### src/rtl/run_ctrl_pkg.sv
// Shared types and constants for the CPU run controller.
package run_ctrl_pkg;

    typedef enum logic [2:0] {
        ST_IDLE,
        ST_HOLD,
        ST_STAGGER,
        ST_RUN,
        ST_DONE,
        ST_TIMEOUT
    } state_e;

    localparam int DEF_N_CH       = 2;
    localparam int DEF_RST_CYCLES = 2;
    localparam int DEF_STAGGER    = 1;
    localparam int DEF_MAX_CYCLES = 40;
    localparam int DEF_CNT_W      = 16;

    // Bits needed to hold values 0 .. n-1, never less than one bit.
    function automatic int clog2(input int n);
        int r;
        r = 1;
        while ((1 << r) < n) r++;
        return r;
    endfunction

endpackage

### src/rtl/run_ctrl_if.sv
// Control/status bundle between the run controller and whoever starts runs.
interface run_ctrl_if
    import run_ctrl_pkg::*;
#(
    parameter int N_CH  = DEF_N_CH,
    parameter int CNT_W = DEF_CNT_W
);
    logic             start;
    logic             clear;
    logic [N_CH-1:0]  ch_en;
    logic [N_CH-1:0]  halt_i;
    logic [N_CH-1:0]  core_rst;
    logic             running;
    logic             done;
    logic             timeout;
    logic [N_CH-1:0]  halted;
    logic [CNT_W-1:0] cycle_cnt;

    modport master (
        output start, clear, ch_en, halt_i,
        input  core_rst, running, done, timeout, halted, cycle_cnt
    );

    modport slave (
        input  start, clear, ch_en, halt_i,
        output core_rst, running, done, timeout, halted, cycle_cnt
    );
endinterface

### src/rtl/run_ctrl_halt_cap.sv
// Sticky per-core halt capture, masked by the run's enable set.
module run_ctrl_halt_cap #(
    parameter int N_CH = 2
) (
    input  logic            clk,
    input  logic            rst,
    input  logic            clr_i,
    input  logic            capture_i,
    input  logic [N_CH-1:0] en_i,
    input  logic [N_CH-1:0] halt_i,
    output logic [N_CH-1:0] halted_o,
    output logic            all_halted_o
);
    logic [N_CH-1:0] halted_q;
    logic [N_CH-1:0] halted_d;
    logic [N_CH-1:0] halt_now;

    // Completion looks at what is already captured plus this cycle's halts.
    assign halt_now     = halted_q | (halt_i & en_i);
    assign all_halted_o = &(halt_now | ~en_i);
    assign halted_o     = halted_q;

    // Next captured mask: clear wins, otherwise accumulate only while running.
    always_comb begin
        // NOTE: default first so every path assigns halted_d and no latch is inferred.
        halted_d = halted_q;
        if (clr_i) begin
            halted_d = '0;
        end else if (capture_i) begin
            halted_d = halt_now;
        end
    end

    // Capture register.
    always_ff @(posedge clk or negedge rst) begin
        // NOTE: every register sits on the async reset so outputs are defined the instant rst falls.
        if (!rst) begin
            halted_q <= '0;
        end else begin
            // NOTE: non-blocking so all flops update together from pre-edge values.
            halted_q <= halted_d;
        end
    end
endmodule

### src/rtl/run_ctrl.sv
// Run controller: held core reset, staggered release, run-cycle budget.
module run_ctrl
    import run_ctrl_pkg::*;
#(
    parameter int N_CH       = DEF_N_CH,
    parameter int RST_CYCLES = DEF_RST_CYCLES,
    parameter int STAGGER    = DEF_STAGGER,
    parameter int MAX_CYCLES = DEF_MAX_CYCLES,
    parameter int CNT_W      = DEF_CNT_W
) (
    input logic       clk,
    input logic       rst,
    run_ctrl_if.slave bus
);
    localparam int REL_MAX = RST_CYCLES + (N_CH - 1) * STAGGER;
    localparam int CNT_IW  = clog2(REL_MAX + 1);

    if (N_CH < 1)                      begin : g_bad_n_ch   $error("N_CH must be at least 1");            end
    if (RST_CYCLES < 1)                begin : g_bad_rst    $error("RST_CYCLES must be at least 1");      end
    if (MAX_CYCLES < 1)                begin : g_bad_max    $error("MAX_CYCLES must be at least 1");      end
    if ((MAX_CYCLES >> CNT_W) != 0)    begin : g_bad_cnt_w  $error("MAX_CYCLES does not fit CNT_W");      end
    if ((REL_MAX >> CNT_W) != 0)       begin : g_bad_rel    $error("reset/stagger span does not fit CNT_W"); end

    state_e            state_q, state_d;
    logic [CNT_IW-1:0] cnt_q, cnt_d;
    logic [CNT_W-1:0]  cyc_q, cyc_d;
    logic [N_CH-1:0]   en_q, en_d;
    logic [N_CH-1:0]   core_rst_q, core_rst_d;
    logic              running_q, done_q, timeout_q;
    logic [CNT_IW-1:0] last_rel;
    logic              start_ok;
    logic              all_halted;
    logic [N_CH-1:0]   halted;

    assign start_ok = bus.start && !bus.clear &&
                      (state_q == ST_IDLE || state_q == ST_DONE || state_q == ST_TIMEOUT);

    run_ctrl_halt_cap #(.N_CH(N_CH)) u_halt_cap (
        .clk          (clk),
        .rst          (rst),
        .clr_i        (bus.clear || start_ok),
        .capture_i    ((state_q == ST_RUN) && !bus.clear),
        .en_i         (en_q),
        .halt_i       (bus.halt_i),
        .halted_o     (halted),
        .all_halted_o (all_halted)
    );

    // Stagger count at which the highest enabled channel is released.
    always_comb begin
        last_rel = '0;
        for (int i = 0; i < N_CH; i++) begin
            if (en_q[i]) last_rel = CNT_IW'(i * STAGGER);
        end
    end

    // Next state, shared hold/stagger counter, run counter and enable latch.
    always_comb begin
        state_d = state_q;
        cnt_d   = cnt_q;
        cyc_d   = cyc_q;
        en_d    = en_q;
        if (bus.clear) begin
            state_d = ST_IDLE;
            cnt_d   = '0;
            cyc_d   = '0;
            en_d    = '0;
        end else begin
            case (state_q)
                ST_IDLE, ST_DONE, ST_TIMEOUT: begin
                    if (start_ok) begin
                        state_d = ST_HOLD;
                        cnt_d   = '0;
                        cyc_d   = '0;
                        en_d    = bus.ch_en;
                    end
                end
                ST_HOLD: begin
                    if (cnt_q == CNT_IW'(RST_CYCLES - 1)) begin
                        cnt_d   = '0;
                        state_d = (en_q == '0) ? ST_DONE : ST_STAGGER;
                    end else begin
                        cnt_d = cnt_q + 1'b1;
                    end
                end
                ST_STAGGER: begin
                    if (cnt_q == last_rel) state_d = ST_RUN;
                    else                   cnt_d   = cnt_q + 1'b1;
                end
                ST_RUN: begin
                    cyc_d = cyc_q + 1'b1;
                    if (all_halted)                               state_d = ST_DONE;
                    else if (cyc_q == CNT_W'(MAX_CYCLES - 1))     state_d = ST_TIMEOUT;
                end
                default: state_d = ST_IDLE;
            endcase
        end
    end

    // Core reset for the coming cycle; terminal states re-reset one cycle after entry.
    always_comb begin
        core_rst_d = '1;
        case (state_d)
            ST_STAGGER: begin
                for (int i = 0; i < N_CH; i++) begin
                    core_rst_d[i] = !(en_q[i] && (int'(cnt_d) >= i * STAGGER));
                end
            end
            ST_RUN: core_rst_d = ~en_q;
            ST_DONE, ST_TIMEOUT: begin
                if (state_q == ST_RUN) core_rst_d = core_rst_q;
            end
            default: core_rst_d = '1;
        endcase
    end

    // State and output registers.
    always_ff @(posedge clk or negedge rst) begin
        if (!rst) begin
            state_q    <= ST_IDLE;
            cnt_q      <= '0;
            cyc_q      <= '0;
            en_q       <= '0;
            core_rst_q <= '1;
            running_q  <= 1'b0;
            done_q     <= 1'b0;
            timeout_q  <= 1'b0;
        end else begin
            state_q    <= state_d;
            cnt_q      <= cnt_d;
            cyc_q      <= cyc_d;
            en_q       <= en_d;
            core_rst_q <= core_rst_d;
            running_q  <= (state_d == ST_RUN);
            done_q     <= (state_d == ST_DONE);
            timeout_q  <= (state_d == ST_TIMEOUT);
        end
    end

    assign bus.core_rst  = core_rst_q;
    assign bus.running   = running_q;
    assign bus.done      = done_q;
    assign bus.timeout   = timeout_q;
    assign bus.halted    = halted;
    assign bus.cycle_cnt = cyc_q;
endmodule

### src/flat_wrapper.sv
// flat-port wrapper written by rule: the top's interface ports become plain ports
module run_ctrl_flat import run_ctrl_pkg::*;
#(
    parameter int N_CH       = DEF_N_CH,
    parameter int RST_CYCLES = DEF_RST_CYCLES,
    parameter int STAGGER    = DEF_STAGGER,
    parameter int MAX_CYCLES = DEF_MAX_CYCLES,
    parameter int CNT_W      = DEF_CNT_W
)
  (clk, rst, bus_start, bus_clear, bus_ch_en, bus_halt_i, bus_core_rst, bus_running, bus_done, bus_timeout, bus_halted, bus_cycle_cnt);
  run_ctrl_if #(.N_CH(N_CH), .CNT_W(CNT_W)) bus_i ();
  input logic clk;
  input logic rst;
  input wire logic [$bits(bus_i.start)-1:0] bus_start;
  input wire logic [$bits(bus_i.clear)-1:0] bus_clear;
  input wire logic [$bits(bus_i.ch_en)-1:0] bus_ch_en;
  input wire logic [$bits(bus_i.halt_i)-1:0] bus_halt_i;
  output wire logic [$bits(bus_i.core_rst)-1:0] bus_core_rst;
  output wire logic [$bits(bus_i.running)-1:0] bus_running;
  output wire logic [$bits(bus_i.done)-1:0] bus_done;
  output wire logic [$bits(bus_i.timeout)-1:0] bus_timeout;
  output wire logic [$bits(bus_i.halted)-1:0] bus_halted;
  output wire logic [$bits(bus_i.cycle_cnt)-1:0] bus_cycle_cnt;
  assign bus_i.start = bus_start;
  assign bus_i.clear = bus_clear;
  assign bus_i.ch_en = bus_ch_en;
  assign bus_i.halt_i = bus_halt_i;
  assign bus_core_rst = bus_i.core_rst;
  assign bus_running = bus_i.running;
  assign bus_done = bus_i.done;
  assign bus_timeout = bus_i.timeout;
  assign bus_halted = bus_i.halted;
  assign bus_cycle_cnt = bus_i.cycle_cnt;
  run_ctrl #(.N_CH(N_CH), .RST_CYCLES(RST_CYCLES), .STAGGER(STAGGER), .MAX_CYCLES(MAX_CYCLES), .CNT_W(CNT_W)) u_core (.clk(clk), .rst(rst), .bus(bus_i));
endmodule
### config.mk
export PLATFORM = sky130hd
export DESIGN_NAME = run_ctrl_flat
export DESIGN_NICKNAME = d
export VERILOG_FILES = /design/src/rtl/run_ctrl_pkg.sv /design/src/rtl/run_ctrl_if.sv /design/src/rtl/run_ctrl_halt_cap.sv /design/src/rtl/run_ctrl.sv /design/src/flat_wrapper.sv
export SDC_FILE = /design/constraint.sdc
export NUM_CORES = 1
export LEC_CHECK = 0
export CAP_MARGIN = 20
export CORE_MARGIN = 4
export CORE_UTILIZATION = 50
export DETAILED_ROUTE_END_ITERATION = 8
export PLACE_DENSITY_LB_ADDON = 0.05
export SETUP_SLACK_MARGIN = 0.05
export SLEW_MARGIN = 15
export SYNTH_ARGS = -nofsm -noshare
export SYNTH_HDL_FRONTEND = slang
export SYNTH_HIERARCHICAL = 1
export SYNTH_SLANG_ARGS = --single-unit
### constraint.sdc
create_clock -name clk -period 3 [get_ports clk]
set_clock_uncertainty 0.05 [all_clocks]
set_input_delay 0.45 -clock clk [delete_from_list [all_inputs] [get_ports clk]]
set_output_delay 0.45 -clock clk [all_outputs]
set_load 0.1 [all_outputs]
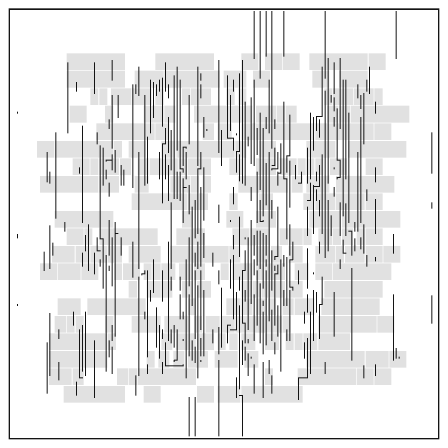
(run_1/m2.png)
- share of all routed wire: 46%
- nets with wire on the layer: 185
- main direction: vertical

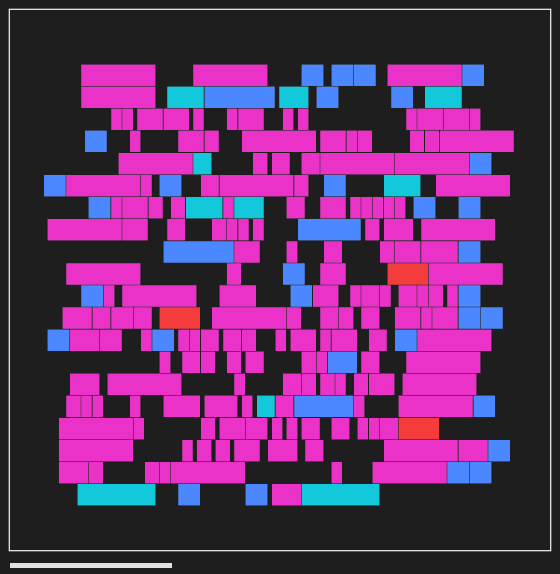
(run_1/sizing.png)
Scale bar: 20 um.
- x2: cyan (cells 10)
- x3 and x4: blue (cells 35)
- x6 and larger: red (cells 3)
- x1 and smaller: magenta (cells 166)

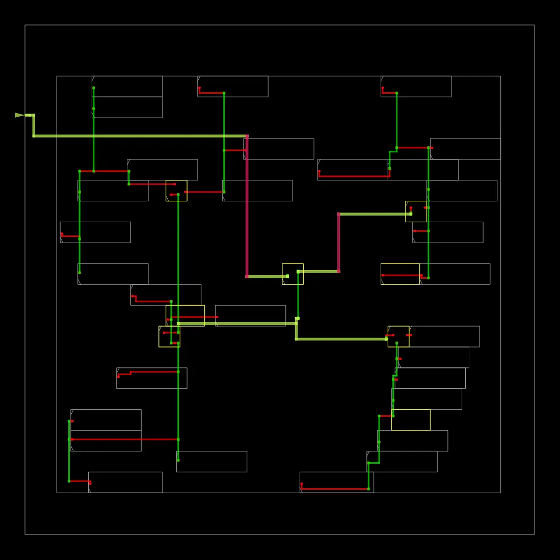
(run_1/clock_nets.png)
power dissipated in the clock network: 292 uW
number of clock sinks seen by CTS: 30
clk ins delay skew pair: 320 ps

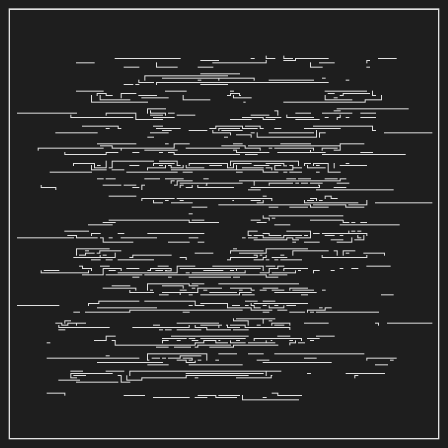
(run_1/m1.png)
- share of all routed wire: 47%
- wire length on this layer: 1,880 um
- main direction: horizontal
- nets with wire on the layer: 199
- longest straight run: 26.7 um

==> run notes, run 1 <==
run results: Tightest Pin Transition 468.1 ps, worst stage delay on the critical path 560 ps, die span in y 66.51 um, clock period minus final worst setup slack 1883 ps, proportion of register bits with asynchronous set or reset after synthesis 100.0%, routed length on met1 1.883 mm, total number of warnings across the stage logs 27, top-level I/O count 31, count of TritonRoute iterations in the first routing pass 4, required time at the endpoint of the critical path 3170 ps, top achievable clock speed 531.0 MHz, tally of nets with antenna violations remaining after routing 0, GR Util All Layers 20.80%, status completed, prevailing post-synth register cell dfrtp_1, final max-slew violation count 0, setup repair after global routing missed its margin false, type of element capturing the critical path flip-flop, Yosys Instances 179, reg-to-reg startpoint u_core/state_q[2], cell accounting for the most synthesized area dfrtp_1, Cell Count Post-Placement 250, fraction of final layout cells with drive strength greater than 1 22.43%, crit path cell chain and2b_4 -> o221a_4 -> nor4_2 -> xnor2_1 -> nor2_1, total global routing overflow 0, DRC violations left 0, netlist area before placement 1712 um^2, number of gates resized after cts 0, Post-Layout Cell Count 258, Clock transition at path regs 90 ps, first-pass GRT wire length 6.886 mm, layout overhead on the synthesized area 20.91%, Seq share, synth 44.01%, half-perimeter wire length of the detailed placement result 2.947 mm, highest metal layer with signal wires met4, synth cell count leaders 28 x dfrtp_1, 28 x nor2_1, 15 x nand2_1, number of vias per cell after detailed routing 5.647, DRT iter0 DRCs 94, number of H-tree levels 2, Routed met3 length 277 um, CP max stage cell dfrtp_1, full die area 4424 um^2, synthesized netlist cell count 179, Synth area leaders dfrtp_1 41%, nor2_1 6.1%, xnor2_1 5.6%, o21ai_0 3.5%, nand2_1 3.3%, buffer type at the clock tree root clkbuf_4, Leakage Power 0.8512 nW
==> run 1: through the flow <==
step           cell area, um^2  setup slack (ps)  power, mW
2_1_floorplan             1712             714.3     0.4676
3_5_place_dp              1991             874.2     0.4995
4_1_cts                   2069              1143     0.7911
6_report                  2069              1117     0.7838
5_1_grt                   2069             946.1     0.8291
3_3_place_gp              1991             906.3     0.4976
==> run 1: final cells by class <==
class	count	area [um^2]
sequential	30	753.2
clock buffer	8	78.83
tap	44	55.05
inverter	7	26.28
multi-input combinational	137	898.4
timing repair buffer	32	257.7
fill	281	1084
==> run 1: routing by layer <==
layer  vias to the layer above  GRT usage (%)
met5                         -              0
met4                         0          5.838
met3                         4          7.251
met2                        45          31.23
met1                       708          28.28
li1                        700              -
==> run 1: worst register-to-register path, delay by kind of cell, from the launching register on <==
kind,cells,cell delay [ps]
flip-flops,1,560
AND/OR/NAND/NOR,3,670
AND-OR/OR-AND,1,350
XOR/XNOR,1,150
==> run 1: path summary, 6_finish.rpt <==
path                                             to  slack [ps]  cells past startpoint
max                        u_core/bus.cycle_cnt[13]        1120                      5
min                          u_core/bus.core_rst[0]         450                      1
max reg2reg                u_core/bus.cycle_cnt[13]        1120                      5
min reg2reg                  u_core/bus.core_rst[0]         450                      1
max in group asynchronous    u_core/bus.core_rst[1]        2120                      2
min in group asynchronous           u_core/cnt_q[0]         460                      2
==> run 1: registers in the layout (all words and copies together) (netlist names) <==
register                    flops
u_core/state_q                  3
u_core/en_q                     2
u_core/u_halt_cap/halted_o      2
u_core/bus.core_rst             2
u_core/bus.done                 1
u_core/bus.timeout              1
u_core/cnt_q                    2
u_core/bus.running              1
u_core/bus.cycle_cnt           16
==> run 1: power breakdown <==
group / switching, mW / internal [mW]
Sequential: 0.00884 / 0.409
Combinational: 0.0464 / 0.0278
Clock: 0.132 / 0.160
==> run 1: cells in the final DEF (no fill, tap or decap), types with 2 or more instances in the layout <==
cell type        count
dfrtp_1             28
inv_1                7
nor3_1               7
a31oi_1              3
clkbuf_4             5
xnor2_1             11
nor4_2               2
nand2_1             15
nand3_1              5
clkdlybuf4s50_1      7
and2_1               2
nor3b_1              2
buf_4               25
or2_2                2
clkbuf_8             3
nand2b_1             8
o21ai_0             12
a21oi_1              4
nor4b_4              2
nand4_1              3
ha_1                 3
nor4_1               4
dfstp_2              2
nor2_1              28
==> run 1: cells by family after synthesis <==
| family | count (synthesis) | share of synthesized area, % |
|---|---|---|
| xor gates and xnor gates | 12 | 6.140 |
| and+or+nand+nor | 93 | 32.68 |
| adders and majority gates | 3 | 2.193 |
| buffers and inverters | 12 | 3.509 |
| AOI/OAI and AO/OA | 29 | 11.48 |
| DFF | 30 | 44.01 |
==> inputs of run 2 (changes only) <==
CORE_UTILIZATION = 47   (was 50)
clock period = 1.5 ns   (was 3 ns; I/O delays follow)
==> run notes, run 2 <==
yosys + openroad results -> status did not finish, last step reached global routing (5_1_grt), first error in the log [ERROR DPL-0038] Utilization greater than 100%, impossible to legalize, buffer type at the clock tree root clkbuf_4, synth cell count leaders 28 x dfrtp_1, 28 x nor2_1, 15 x nand2_1, number of clock sinks seen by CTS 30, netlist area before placement 1712 um^2, synthesis area per yosys 1712 um^2, worst_ep kind register data pin, top cell type's share of synthesized area 40.94%, number of H-tree levels 2, effective utilization at floorplan 50.11%, die boundary width 68.35 um, I/O Buffers 30, die span in y 68.35 um, Max clock buf depth 2, half-perimeter wire length of the detailed placement result 4.125 mm, number of register bits inferred by synthesis 30, synthesized netlist cell count 179, number of CTS-inserted buffers 5, number of distinct standard cells referenced by the synthesized netlist 46, Nets at Floorplan 190, average cell area after synthesis 9.562 um^2, Yosys Instances 179, warnings from Yosys 6, Synth area leaders dfrtp_1 41%, nor2_1 6.1%, xnor2_1 5.6%, o21ai_0 3.5%, nand2_1 3.3%, top-level I/O count 31, Placement Rows 21, Seq share, synth 44.01%, proportion of register bits with asynchronous set or reset after synthesis 100.0%, cell accounting for the most synthesized area dfrtp_1, weighted congestion at the end of routability-driven global placement 0.9164, Cell Count Post-Placement 307, number of enable flip-flop cells 0, Post-DP Area 2843 um^2, largest net degree at the start of global routing 31, prevailing post-synth register cell dfrtp_1, endpoint with the least setup slack after the last global-route repair u_core/bus.cycle_cnt[8]$_DFFE_PN0P_/D
[run 2: cell counts after synthesis]
Identical to the previous run, type by type.
[run 2: stage by stage]
| step | power (mW) | worst slack (ps) |
|---|---|---|
| after floorplan | 0.9411 | -241.1 |
| after global placement | 1.050 | -321.6 |
| after detailed placement | 1.056 | -474.5 |
| after CTS | 1.601 | -208.8 |
[run 2: what timing repair did]
item / in CTS
setup endpoints to repair: 28
hold buffers: 0
pin swaps: 32
buffers inserted: 15
gates resized: 61
[run 2: cells by family after synthesis]
| family | after synthesis | share of synthesized area (%) |
|---|---|---|
| adders and majority gates | 3 | 2.193 |
| and+or+nand+nor | 93 | 32.68 |
| DFF | 30 | 44.01 |
| buffers and inverters | 12 | 3.509 |
| AOI/OAI and AO/OA | 29 | 11.48 |
| xor gates and xnor gates | 12 | 6.140 |
==> inputs of run 3 (changes only) <==
CORE_UTILIZATION = 35   (was 47)
PLACE_DENSITY_LB_ADDON = 0.15   (was 0.05)
SETUP_SLACK_MARGIN = default   (was 0.05)
clock period = 1.95 ns   (was 1.5 ns; I/O delays follow)
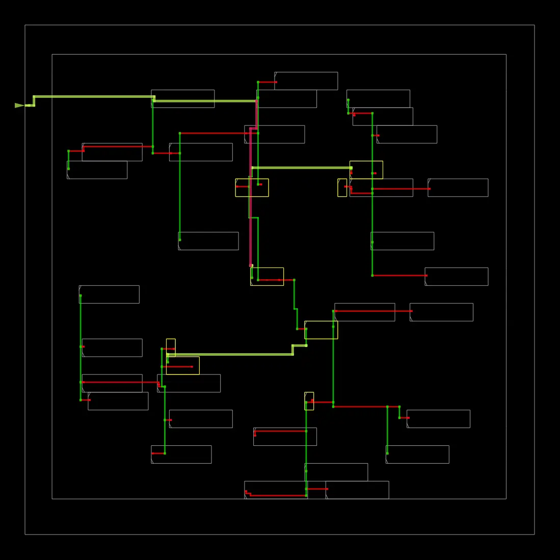
(run_3/clock_nets.png)
flop count: 30
clk ins delay skew pair: 280 ps

==> run notes, run 3 <==
run results: Tightest Pin Transition 427.4 ps, number of CTS-inserted buffers 5, portion of total power attributed to sequential cells 52.2%, top-level I/O count 31, clock period minus final worst setup slack 1804 ps, footprint of the flip-flops and latches 770.7 um^2, largest family of logic cells by area simple AND/OR/NAND/NOR gates, Placement Rows 25, mux contribution to synthesized area 0%, die boundary width 77.93 um, Leakage Power 0.8788 nW, average cell area after synthesis 9.562 um^2, top achievable clock speed 554.3 MHz, type of element capturing the critical path flip-flop, crit path cell chain nor4_2 -> buf_4 -> a41oi_2 -> o22ai_1 -> and2_1 -> and3b_1, final max-slew violation count 0, highest metal layer with signal wires met4, internal power summed over all cells 932.1 uW, weighted congestion at the end of routability-driven global placement 0.8983, count of TritonRoute iterations in the first routing pass 4, post-synthesis compound-gate area fraction 11.48%, number of H-tree levels 2, cell accounting for the most synthesized area dfrtp_1, synthesized netlist cell count 179, Combinational Area 933.4 um^2, endpoint of the worst-slack reg-to-reg timing path u_core/bus.done, synthesis area per yosys 1712 um^2, CP max stage cell dfrtp_2, arithmetic-cell share of the synthesized area counting full adders, half adders and majority gates 2.193%, R2R cell count 6, total global routing overflow 0, synth cell count leaders 28 x dfrtp_1, 28 x nor2_1, 15 x nand2_1, Max clock buf depth 2, half-perimeter wire length of the detailed placement result 3.202 mm, Clock transition at path regs 70 ps, Cell Count Post-Placement 280, Routed met3 length 185 um, combinational group share of total power 10.0%, register-to-register path setup slack 150 ps, proportion of register bits with asynchronous set or reset after synthesis 100.0%, tally of nets with antenna violations remaining after routing 0, Seq share, synth 44.01%, commonest cells after routing, fill and taps aside 28 x buf_4, 28 x nor2_1, 15 x nand2_1, area fraction in and, or, nand and nor cells 32.68%, number of gates resized after cts 0, Post-Layout Cell Count 288, relative contribution of the clock network to total power 37.8%, switching power 298.1 uW, largest net degree at the start of global routing 31, netlist area before placement 1712 um^2, number of vias per cell after detailed routing 5.170, number of flip-flops in the largest register 16, total power consumption of the routed design 1.230 mW, Synth area leaders dfrtp_1 41%, nor2_1 6.1%, xnor2_1 5.6%, o21ai_0 3.5%, nand2_1 3.3%, DRC violations left 0, XOR Share, Synth 6.140%, warnings from Yosys 6, Yosys Instances 179, number of clock sinks seen by CTS 30, required time at the endpoint of the critical path 2100 ps, count of fill cells added during filler insertion 460, switching share of power 24.23%, die span in y 77.93 um, number of register bits inferred by synthesis 30, buffer type at the clock tree root clkbuf_8, I/O Buffers 30, DRT iter0 DRCs 99, prevailing post-synth register cell dfrtp_1, reg-to-reg startpoint u_core/bus.cycle_cnt[8], status completed, Nets at Floorplan 190, total setup buffers inserted after CTS 0, total number of warnings across the stage logs 27, number of enable flip-flop cells 0, VDD IR-drop max 0.2688 mV, layout overhead on the synthesized area 31.72%, effective utilization at floorplan 36.24%, hold buffers post-CTS 0, top cell type's share of synthesized area 40.94%, routed length on met1 1.809 mm, first-pass GRT wire length 7.534 mm, worst stage delay on the critical path 450 ps, number of distinct standard cells referenced by the synthesized netlist 46, full die area 6073 um^2, via count of the first global-routing pass 1,565, fraction of final layout cells with drive strength greater than 1 31.67%, GR Util All Layers 15.62%, setup repair after global routing missed its margin false
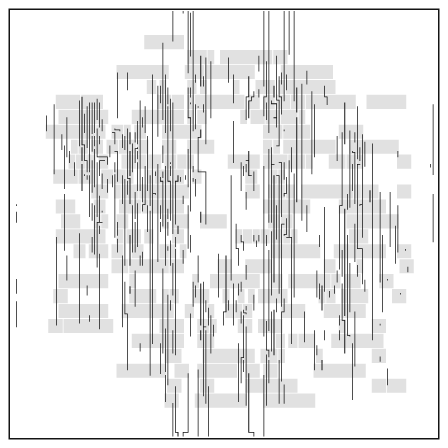
(run_3/m2.png)
- wire length on this layer: 2,220 um
- longest straight run: 49.0 um
- nets with wire on the layer: 201
- share of all routed wire: 52%

==> run 3: metrics by stage <==
stage                     hold slack, ps  cell area, um^2  setup TNS [ps]  worst slack [ps]  utilization [%]
final                              358.6             2255               0             145.9            47.74
after global placement             438.4             2140          -86.32            -57.16            45.30
after CTS                          368.6             2220               0             6.565            46.99
after global routing               389.2             2255               0             33.27            47.74
after floorplan                   -53.09             1729               0             12.26                -
after detailed placement           441.3             2140          -47.34            -47.34            45.30
==> run 3: how the worst max path moves through the flow <==
stage | startpoint | endpoint | cells past startpoint | slack [ps]
2_1_floorplan | u_core/bus.cycle_cnt[4] | u_core/bus.cycle_cnt[15] | 6 | 10
3_3_place_gp | bus_halt_i[1] | u_core/bus.done | 7 | -60
3_5_place_dp | bus_halt_i[1] | u_core/bus.done | 7 | -50
4_1_cts | u_core/bus.cycle_cnt[3] | u_core/bus.done | 5 | 7
5_1_grt | u_core/bus.cycle_cnt[8] | u_core/bus.done | 6 | 30
6_report | u_core/bus.cycle_cnt[8] | u_core/bus.done | 6 | 150
==> run 3: cell type report <==
class                           count  share of cell area, %
Inverter                            7                  1.165
Timing Repair Buffer               39                  15.98
Tap cell                           67                  3.718
Clock buffer                        8                  3.552
Multi-Input combinational cell    137                  41.40
Sequential cell                    30                  34.18
==> run 3: worst register-to-register path, cell delays in order (launching register included) <==
cell and delay, ps:
dfrtp_2 450, nor4_2 360, buf_4 180, a41oi_2 130
o22ai_1 210, and2_1 180, and3b_1 170
==> run 3: logic make-up (layout without fill, tap and decap cells) <==
family                   after synthesis  count (layout)
AND/OR/NAND/NOR                       93              93
buffers and inverters                 12              54
flip-flops                            30              30
adder cells (fa/ha/maj)                3               3
AND-OR/OR-AND                         29              29
XOR/XNOR                              12              12
==> run 3: routing by layer <==
| layer | GRT usage (%) | vias to the layer above |
|---|---|---|
| li1 | - | 712 |
| met4 | 6.643 | 0 |
| met5 | 0 | - |
| met2 | 26.80 | 33 |
| met3 | 4.524 | 8 |
| met1 | 18.04 | 736 |
==> run 3: power groups by stage <==
stage	clock (mW)	combinational (mW)	sequential [mW]
2_1_floorplan	0	0.0662	0.653
3_3_place_gp	0	0.122	0.652
3_5_place_dp	0	0.124	0.653
4_1_cts	0.487	0.125	0.641
5_1_grt	0.517	0.138	0.643
6_report	0.465	0.123	0.642
No activity file was given, so power comes from the tool's default toggle rates.
